===== config.mk =====
export PLATFORM = sky130hd
export DESIGN_NAME = complex_accumulate
export DESIGN_NICKNAME = d
export VERILOG_FILES = /design/src/rtl/complex_pkg.sv /design/src/rtl/adder_subtractor.sv /design/src/rtl/complex_add.sv /design/src/rtl/complex_accumulate.sv
export SDC_FILE = /design/constraint.sdc
export NUM_CORES = 2
export LEC_CHECK = 0
export CELL_PAD_IN_SITES_DETAIL_PLACEMENT = 1
export CELL_PAD_IN_SITES_GLOBAL_PLACEMENT = 1
export CORE_MARGIN = 1.5
export CORE_UTILIZATION = 49
export DETAILED_ROUTE_END_ITERATION = 10
export GPL_ROUTABILITY_DRIVEN = 0
export PLACE_DENSITY_LB_ADDON = 0.1
export SLEW_MARGIN = 40
export SYNTH_ARGS = -nofsm -noshare
export SYNTH_HDL_FRONTEND = slang
export SYNTH_SLANG_ARGS = --single-unit

===== constraint.sdc =====
create_clock -name clk -period 69 [get_ports clk]
set_input_delay 13.8 -clock clk [delete_from_list [all_inputs] [get_ports clk]]
set_output_delay 13.8 -clock clk [all_outputs]
set_load 0.02 [all_outputs]

===== src/rtl/complex_pkg.sv =====
// Shared types and field constants for the complex accumulate datapath.
// Complex words are packed {real, imag}, each an IEEE-754 single.
package complex_pkg;

    typedef enum logic [1:0] {
        ACCEPT,
        WAIT,
        HOLD
    } state_e;

    localparam int unsigned RE_MSB = 63;
    localparam int unsigned RE_LSB = 32;
    localparam int unsigned IM_MSB = 31;
    localparam int unsigned IM_LSB = 0;

    localparam logic [31:0] FP_ZERO = 32'h0000_0000;

endpackage


===== src/rtl/adder_subtractor.sv =====
// Pipelined IEEE-754 single-precision adder/subtractor (op_i=1 subtracts b_i).
// Round-to-nearest-even, gradual underflow, quiet NaN 7FC00000 on invalid.
module adder_subtractor #(
    parameter int unsigned LATENCY = 8
) (
    input  logic        clk_i,
    input  logic        ce_i,
    input  logic [31:0] a_i,
    input  logic [31:0] b_i,
    input  logic        op_i,
    output logic [31:0] result_o
);

    function automatic logic [31:0] fp_add(input logic [31:0] a, input logic [31:0] b);
        logic [31:0] x, y, res;
        logic [7:0]  exe, eye, d, ef;
        logic [8:0]  er;
        logic [23:0] mx, my;
        logic [26:0] xr, yr, r, mask;
        logic [27:0] s;
        logic [30:0] packed_v;
        logic        a_nan, b_nan, a_inf, b_inf, sticky, rnd, sr, zero;
        a_nan = (a[30:23] == 8'hFF) && (a[22:0] != 23'd0);
        b_nan = (b[30:23] == 8'hFF) && (b[22:0] != 23'd0);
        a_inf = (a[30:23] == 8'hFF) && (a[22:0] == 23'd0);
        b_inf = (b[30:23] == 8'hFF) && (b[22:0] == 23'd0);
        x = (a[30:0] >= b[30:0]) ? a : b;
        y = (a[30:0] >= b[30:0]) ? b : a;
        exe = (x[30:23] == 8'd0) ? 8'd1 : x[30:23];
        eye = (y[30:23] == 8'd0) ? 8'd1 : y[30:23];
        mx  = {x[30:23] != 8'd0, x[22:0]};
        my  = {y[30:23] != 8'd0, y[22:0]};
        d   = exe - eye;
        xr  = {mx, 3'b000};
        yr  = {my, 3'b000};
        mask = '0;
        if (d > 8'd26) begin
            sticky = |my;
            yr     = '0;
        end else begin
            mask   = (27'd1 << d) - 27'd1;
            sticky = |(yr & mask);
            yr     = yr >> d;
        end
        yr[0] = yr[0] | sticky;
        er    = {1'b0, exe};
        sr    = x[31];
        s     = '0;
        zero  = 1'b0;
        if (x[31] == y[31]) begin
            s = {1'b0, xr} + {1'b0, yr};
            if (s[27]) begin
                r    = s[27:1];
                r[0] = r[0] | s[0];
                er   = er + 9'd1;
            end else begin
                r = s[26:0];
            end
        end else begin
            r    = xr - yr;
            zero = (r == 27'd0);
        end
        // Normalise left, stopping at the denormal exponent floor.
        for (int unsigned i = 0; i < 26; i++) begin
            if (!r[26] && er > 9'd1) begin
                r  = r << 1;
                er = er - 9'd1;
            end
        end
        ef       = r[26] ? er[7:0] : 8'd0;
        rnd      = r[2] & (r[1] | r[0] | r[3]);
        packed_v = {ef, r[25:3]} + {30'd0, rnd};
        if (a_nan || b_nan || (a_inf && b_inf && (a[31] != b[31]))) begin
            res = 32'h7FC0_0000;
        end else if (a_inf) begin
            res = a;
        end else if (b_inf) begin
            res = b;
        end else if (zero) begin
            res = 32'h0000_0000;
        end else if (er >= 9'd255) begin
            res = {sr, 8'hFF, 23'd0};
        end else begin
            res = {sr, packed_v};
        end
        return res;
    endfunction

    logic [31:0] pipe_q [LATENCY];

    always_ff @(posedge clk_i) begin
        if (ce_i) begin
            pipe_q[0] <= fp_add(a_i, {b_i[31] ^ op_i, b_i[30:0]});
            for (int unsigned i = 1; i < LATENCY; i++) begin
                pipe_q[i] <= pipe_q[i-1];
            end
        end
    end

    assign result_o = pipe_q[LATENCY-1];

endmodule


===== src/rtl/complex_add.sv =====
// Packed complex adder: independent real and imaginary float adders
// sharing clock and enable, same latency on both halves.
module complex_add
    import complex_pkg::*;
#(
    parameter int unsigned LATENCY = 8
) (
    input  logic        clk_i,
    input  logic        ce_i,
    input  logic [63:0] a_i,
    input  logic [63:0] b_i,
    output logic [63:0] sum_o
);

    adder_subtractor #(
        .LATENCY(LATENCY)
    ) u_re (
        .clk_i    (clk_i),
        .ce_i     (ce_i),
        .a_i      (a_i[RE_MSB:RE_LSB]),
        .b_i      (b_i[RE_MSB:RE_LSB]),
        .op_i     (1'b0),
        .result_o (sum_o[RE_MSB:RE_LSB])
    );

    adder_subtractor #(
        .LATENCY(LATENCY)
    ) u_im (
        .clk_i    (clk_i),
        .ce_i     (ce_i),
        .a_i      (a_i[IM_MSB:IM_LSB]),
        .b_i      (b_i[IM_MSB:IM_LSB]),
        .op_i     (1'b0),
        .result_o (sum_o[IM_MSB:IM_LSB])
    );

endmodule


===== src/rtl/complex_accumulate.sv =====
// Sums VEC_LEN packed complex products into one complex dot-product result,
// one element per adder pass, with valid/ready on both sides.
module complex_accumulate
    import complex_pkg::*;
#(
    parameter int unsigned VEC_LEN = 4,
    parameter int unsigned ADD_LAT = 8,
    parameter int unsigned CNT_W   = 8
) (
    input  logic        clk,
    input  logic        rst_n,
    input  logic        ce,
    input  logic [63:0] in_data,
    input  logic        in_valid,
    output logic        in_ready,
    output logic [63:0] out_data,
    output logic        out_valid,
    input  logic        out_ready
);

    state_e             state_q, state_d;
    logic [63:0]        acc_q, acc_d;
    logic [63:0]        op_q, op_d;
    logic [CNT_W-1:0]   lat_q, lat_d;
    logic [CNT_W-1:0]   elem_q, elem_d;
    logic [63:0]        add_sum;
    logic [CNT_W-1:0]   elem_inc;

    // Adder inputs stay constant through WAIT, so its pipeline needs no valid tracking.
    complex_add #(
        .LATENCY(ADD_LAT)
    ) u_add (
        .clk_i (clk),
        .ce_i  (ce),
        .a_i   (acc_q),
        .b_i   (op_q),
        .sum_o (add_sum)
    );

    assign elem_inc = elem_q + CNT_W'(1);

    always_ff @(posedge clk) begin
        if (!rst_n) begin
            state_q <= ACCEPT;
            acc_q   <= '0;
            op_q    <= '0;
            lat_q   <= '0;
            elem_q  <= '0;
        end else begin
            state_q <= state_d;
            acc_q   <= acc_d;
            op_q    <= op_d;
            lat_q   <= lat_d;
            elem_q  <= elem_d;
        end
    end

    always_comb begin
        state_d = state_q;
        acc_d   = acc_q;
        op_d    = op_q;
        lat_d   = lat_q;
        elem_d  = elem_q;
        if (ce) begin
            unique case (state_q)
                ACCEPT: begin
                    if (in_valid) begin
                        op_d    = in_data;
                        lat_d   = CNT_W'(ADD_LAT);
                        state_d = WAIT;
                    end
                end
                WAIT: begin
                    if (lat_q == '0) begin
                        acc_d   = add_sum;
                        elem_d  = elem_inc;
                        state_d = (elem_inc == CNT_W'(VEC_LEN)) ? HOLD : ACCEPT;
                    end else begin
                        lat_d = lat_q - CNT_W'(1);
                    end
                end
                HOLD: begin
                    if (out_ready) begin
                        acc_d   = {FP_ZERO, FP_ZERO};
                        elem_d  = '0;
                        state_d = ACCEPT;
                    end
                end
                default: state_d = ACCEPT;
            endcase
        end
    end

    always_comb begin
        in_ready  = ce && (state_q == ACCEPT);
        out_valid = ce && (state_q == HOLD);
        out_data  = acc_q;
    end

endmodule


==> run summary <==
Implementation results

For reference, the top cells by count after synthesis are 1314 x sky130_fd_sc_hd__nand2_1, 1193 x sky130_fd_sc_hd__nor2_1, 835 x sky130_fd_sc_hd__a21oi_1, 717 x sky130_fd_sc_hd__o21ai_0, 682 x sky130_fd_sc_hd__mux2i_1. Endpoints failing hold in the final report were tallied at 0. The sum of negative setup slack is 0 ns. The highest fanout seen on the critical path is a little over 50. The clock period minus worst slack is about 57 ns. According to the timing report, the data required time at the worst endpoint equals slightly below 70 ns.

The slowest stage of the critical path is the sky130_fd_sc_hd__or4_1 cell. The utilization of the core after routing is 53.0%. The number of different library cells used by synthesis comes to ~150. The final number of max-transition violations is 0.

The pin count of the biggest net entering global routing is 182. Per the post-route antenna check, the number of violating nets is 0. The post-synthesis to final-layout area growth is 7.09%. The clock latency on the worst-skew pair is between 0.6 and 0.7 ns. According to the floorplan report, the die width is 409 um. Per the OpenROAD floorplan log, the height of the die is 409 um. The fraction of the core area occupied by cells at floorplan is between 40% and 50%. The cell accounting for the most synthesized area is sky130_fd_sc_hd__edfxtp_1. The combinational gate area is 0.0593 sq mm.

The total of fill cells in the finished design is approximately 20k. After the first detailed-routing iteration, the DRC count stood at 7605. The synthesis log from Yosys contains 0 warnings.

Per the repair_timing log after CTS, setup buffers inserted total 0. The post-synthesis cell count from yosys is between 10k and 15k. The most used flip-flop cell after synthesis is sky130_fd_sc_hd__edfxtp_1. The area recorded from the Yosys report for this design is between 0.08 and 0.09 sq mm.

The number of logged tool warnings is ~140. The maximum operating frequency is ~18 MHz. At the worst endpoint, the arrival time is around 57 ns.

The nature of the critical path startpoint is a register. The kind of cell with the highest combined delay along the critical path is AND-OR/OR-AND gates. The overall overflow remaining after global route is 0. The full die area is roughly 0.17 sq mm. The row count is between 100 and 150.

The first-pass GRT wire length is 465 mm. The total placed cells including tap cells is between 10k and 15k. Per the finish-stage timing summary, setup violations number 0. For reference, the clock transition at the flip-flops on the worst setup and hold paths is approximately 0.06 ns. The worst setup path category is reg2reg. TritonCTS built the clock tree. For this design, the CTS-stage hold fixing added 0 buffers. The top-area cell type share of the netlist area is between 10% and 20%. The post-synthesis instance total is 10.7k. The number of buffers inserted during clock tree synthesis is between 60 and 70.

Setup repair after global routing left no endpoint under its margin. STA classifies the critical path endpoint as a register. The sequential element share of the synthesized area is approximately 23%. Looking at the clock tree report, the root buffer type is sky130_fd_sc_hd__clkbuf_16. The finished layout cell area is around 0.087 sq mm. The most frequent logic cell in the layout is sky130_fd_sc_hd__nand2_1.

Across the run, the number of max-cap violations was 0. The top cell type by instance count after synthesis is sky130_fd_sc_hd__nand2_1. The worst-case setup slack after placement is approximately 12 ns. The cell resize tally after clock tree synthesis is 0. The global router's overall resource usage is ~33%. The timing report notes that buffer and inverter cells on the critical path total 29. Detailed placement reports a standard cell area of about 0.084 sq mm.

Looking at the max-slew report, the worst-margin pin has a slew of around 1 ns. In this design, the critical path's most frequently occurring cell is sky130_fd_sc_hd__ha_1. Before any placement, the netlist area is recorded as around 0.081 sq mm. After layout, the setup clock skew is reported as around 0.028 ns. The flow ran to the end, and the final reports show no timing, DRC or antenna violations. The number of antenna violations at the first check in global routing is 0. Counting flops with a built-in enable in the synthesized netlist gives 512. Pin placement for this block handled between 100 and 150 I/O pins.

For this run, asynchronously set or reset flops after synthesis account for 0%. The worst-case max-slew headroom was logged as a little under a third. The via count of the first global-routing pass was between 80k and 90k. The detailed placer's ending HPWL is ~230 mm. Per the detail_route report, vias per standard cell equal 6.67. Ranked by total cell area, the synthesized netlist is headed by sky130_fd_sc_hd__edfxtp_1 19%, sky130_fd_sc_hd__mux2i_1 8.4%, sky130_fd_sc_hd__nand2_1 6.1%. Per the detail_route report, routed wire per instance is 23.2 um. In the routed design, unresolved DRC markers number 0. The first detailed-routing pass took 6 iterations. The class of the tightest hold or removal check is reg2reg.

The sequential standard cell area is 0.0183 sq mm. The minimum setup slack in the final design is between 10 and 15 ns. The synthesized design contains between 600 and 700 register bits. In the final layout, the share of cells above drive strength 1 is under 10%. The synthesized net count is roughly 11k. The number of buffers between clock root and the deepest sink is 3. The library cells used most frequently in the layout, excluding fill and tap cells, are 1305 x sky130_fd_sc_hd__nand2_1, 1183 x sky130_fd_sc_hd__nor2_1, 827 x sky130_fd_sc_hd__a21oi_1. The delay of the slowest cell on the worst path is approximately 0.78 ns. The final clock period utilization by the worst path is approximately 83%. According to the finish report, the design has a final net count of around 11k.

Per the CTS log, the maximum H-tree level is 3. The quantity of I/O buffers inserted on ports is around 130. The average instance in the mapped netlist occupies 7.56 sq um. The final hold slack is just over 0.4 ns. Clock tree synthesis found a total of around 660 sinks. The core outline area is roughly 0.16 sq mm.
==> worst paths after layout <==
path,depth (start not counted),to,startpoint,slack [ns]
worst max register to register,200,u_add.u_im.pipe_q[0][16],out_data[30],11.89
worst min-delay path,0,u_add.u_re.pipe_q[1][38],u_add.u_re.pipe_q[1][6],0.41
worst max-delay path,200,u_add.u_im.pipe_q[0][16],out_data[30],11.89
worst min register to register,0,u_add.u_re.pipe_q[1][38],u_add.u_re.pipe_q[1][6],0.41
==> routing by layer <==
metal | global-route usage, % | part of all wire (%) | vias up
met3 | 3.59 | 6.1 | 544
met5 | 0 | 0 | -
met1 | 46.3 | 45 | 41700
li1 | - | - | 39500
met4 | 10.5 | 3.3 | 0
met2 | 53.8 | 45 | 2850
==> sequential cells by signal, summed over array words and instances (netlist names) <==
name / count
elem_q: 8
state_q: 2
u_add.u_re.pipe_q: 256
out_data: 64
u_add.u_im.pipe_q: 256
lat_q: 8
op_q: 64
==> kinds of logic (layout without fill, tap and decap cells) <==
group                      count (synthesis)  count (layout)  share of synthesized area, %
DFF                                      658             658                          22.6
and+or+nand+nor                         4137            4137                          24.5
adders and majority gates                290             290                          4.52
buffers and inverters                    956             778                          4.67
other                                      0               1                             0
AOI/OAI and AO/OA                       3419            3419                          28.7
muxes                                    826             826                          10.5
xor gates and xnor gates                 404             404                          4.49
==> area by class of cell <==
cell class | count | share of cell area, %
multi-input combinational | 9076 | 68.5
sequential | 658 | 21.1
tap | 2175 | 3.14
timing repair buffer | 270 | 2.88
clock buffer | 78 | 2.06
inverter | 382 | 1.66
clock inverter | 48 | 0.614
antenna | 1 | 0.00289
Fig. 1: cell outlines without signal wires
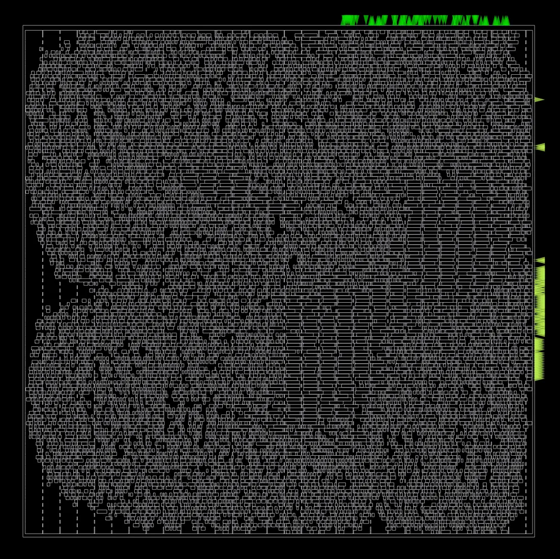
flop count: 658
sequential portion of the cell area: 21.1%
Final Instance Count excl. Fillers: 12.7k

Fig. 2: I/O pins on the die edge
(1 px per um) Pins as bars across the die edge, other pins in grey.
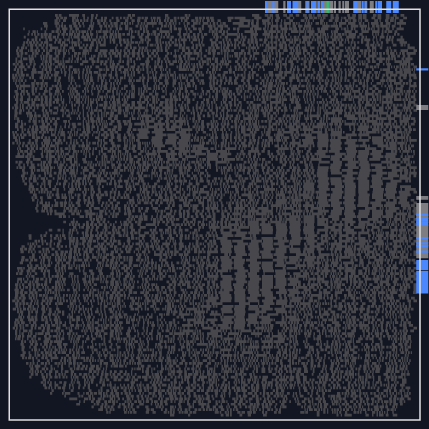
out_valid: in green, pins 1, direction output, edge top. out_data: in blue, pins 64, direction output, edge 33 right, 31 top.

Fig. 3: signal wires on met2
(1 px per um)
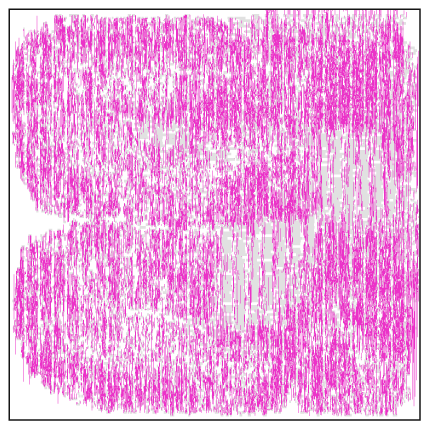
The layer carries 133 mm of wire. The wires run mostly vertical. The longest straight run is 138 um. 9734 nets have wire on it.
DR vias: 84.6k
post-detailed-routing wire length: 295 mm
met2 Resource Use GR: 53.8%

Fig. 4: metal layers overlaid
(1 px per um) Two of the layers only.
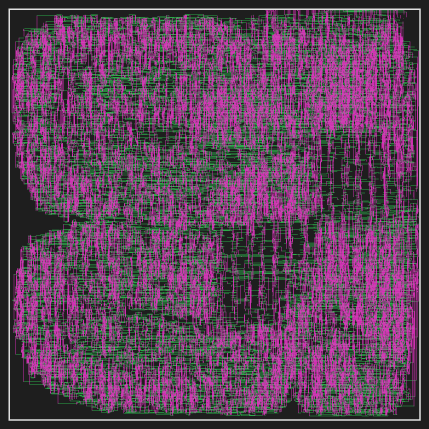
met2: in magenta, wire length 133 mm. met1: in green, wire length 134 mm.

